==> config.mk <==
export PLATFORM = sky130hd
export DESIGN_NAME = bcd_seg7_scan_driver
export DESIGN_NICKNAME = d
export VERILOG_FILES = /design/src/rtl/bcd_seg7_scan_driver.sv
export SDC_FILE = /design/constraint.sdc
export NUM_CORES = 1
export LEC_CHECK = 0
export ABC_AREA = 1
export CAP_MARGIN = 20
export CORE_ASPECT_RATIO = 0.8
export CORE_MARGIN = 2
export CORE_UTILIZATION = 30
export DETAILED_ROUTE_END_ITERATION = 7
export GPL_ROUTABILITY_DRIVEN = 0
export PLACE_DENSITY_LB_ADDON = 0.08
export SLEW_MARGIN = 20
export SYNTH_ARGS = -nofsm -noshare
export SYNTH_HDL_FRONTEND = slang
export SYNTH_SLANG_ARGS = --single-unit
==> constraint.sdc <==
create_clock -name i_Clk -period 1.75 [get_ports i_Clk]
set_input_delay 0.175 -clock i_Clk [delete_from_list [all_inputs] [get_ports i_Clk]]
set_output_delay 0.175 -clock i_Clk [all_outputs]
set_load 0.005 [all_outputs]
Fig. 1: routed metal, one color a layer
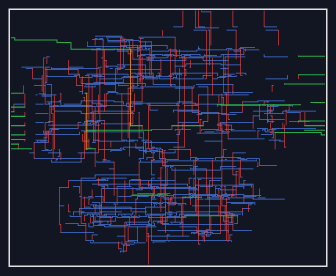
Key: red = met2 [wire length 1400 um]; green = met3 [wire length 225 um]; blue = met1 [wire length 2320 um]; orange = met4 [wire length 38.8 um]
Vias: 1612
final WL: 3980 um
DR WL/cell: 10.5 um

Fig. 2: clock routing
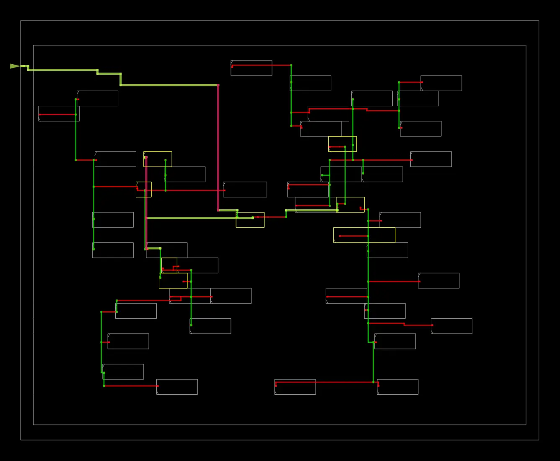
Skew-Pair Late Insertion Delay: 290 ps
Layout Skew: 7.62 ps

Fig. 3: nets reached from selected ports
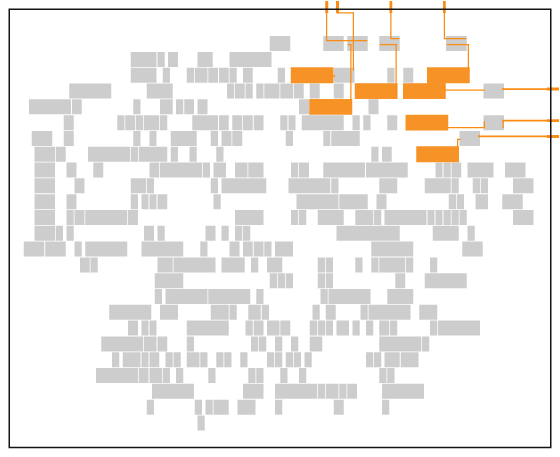
Key: orange = `o_Seg` [bits 7, direction output, end cells 7, wire 116 um]
Top Ports: 25
port buffer count: 24

==> job_summary.md <==
### Metrics collected by this job

| Metric | Value |
|---|---|
| Top logic family | `simple AND/OR/NAND/NOR gates` |
| Fraction of area in multi-input gates | `0.415` |
| Post-place instance area | `approximately 2200 um^2` |
| CP cell instances | `inv_4, nand2_1, nand2_1, ha_1, nand3_1, a21boi_0, nand3_1` |
| Startpoint Class | `flop` |
| MUX share of area | `0` |
| Post-layout period usage | `0.862` |
| Max reg flops | `15` |
| Power Clock | `between 0.7 and 0.8 mW` |
| Worst R2R Setup Slack | `240 ps` |
| Synth cell types | `22` |
| GRT overflow | `0` |
| Syn Std Cell Area | `1900 um^2` |
| Tap Cells | `81` |
| Top cell excl fill/tap | `nand2_1` |
| P_int | `1.46 mW` |
| CP Class | `reg2reg` |
| Worst Setup End Kind | `flop` |
| Final-report setup violation count | `0` |
| Clock slew at reported path FFs | `80 ps` |
| # clock sinks | `38` |
| Post-layout worst setup margin | `approximately 240 ps` |
| Die height | `75.1 um` |
| Gr busiest metal | `met1` |
| CTS Buf Count | `5` |
| RSZ-0062 raised after global routing | `no` |
| Clock Network Area Fraction | `0.0485` |
| Synth top cell by count | `nand2_1` |
| Total negative slack | `0 ps` |
| Drt first-iter violations | `81` |
| Status | `finished, final reports clean` |
| Post-place setup slack | `47.6 ps` |
| H-tree depth | `2` |
| Root buffer cell | `clkbuf_8` |
| Area grow syn2layout | `23.7%` |
| Largest power group | `registers` |
| Die area | `6980 um^2` |
| Pwr per Cell Area | `824 nW/um^2` |
| Met1 GRT Util | `0.196` |
| Initial antenna violation count | `0` |
| Worst reg-to-reg path cell count | `7` |
| Residual DRC | `0` |
Power is estimated from default activity; no workload was simulated.
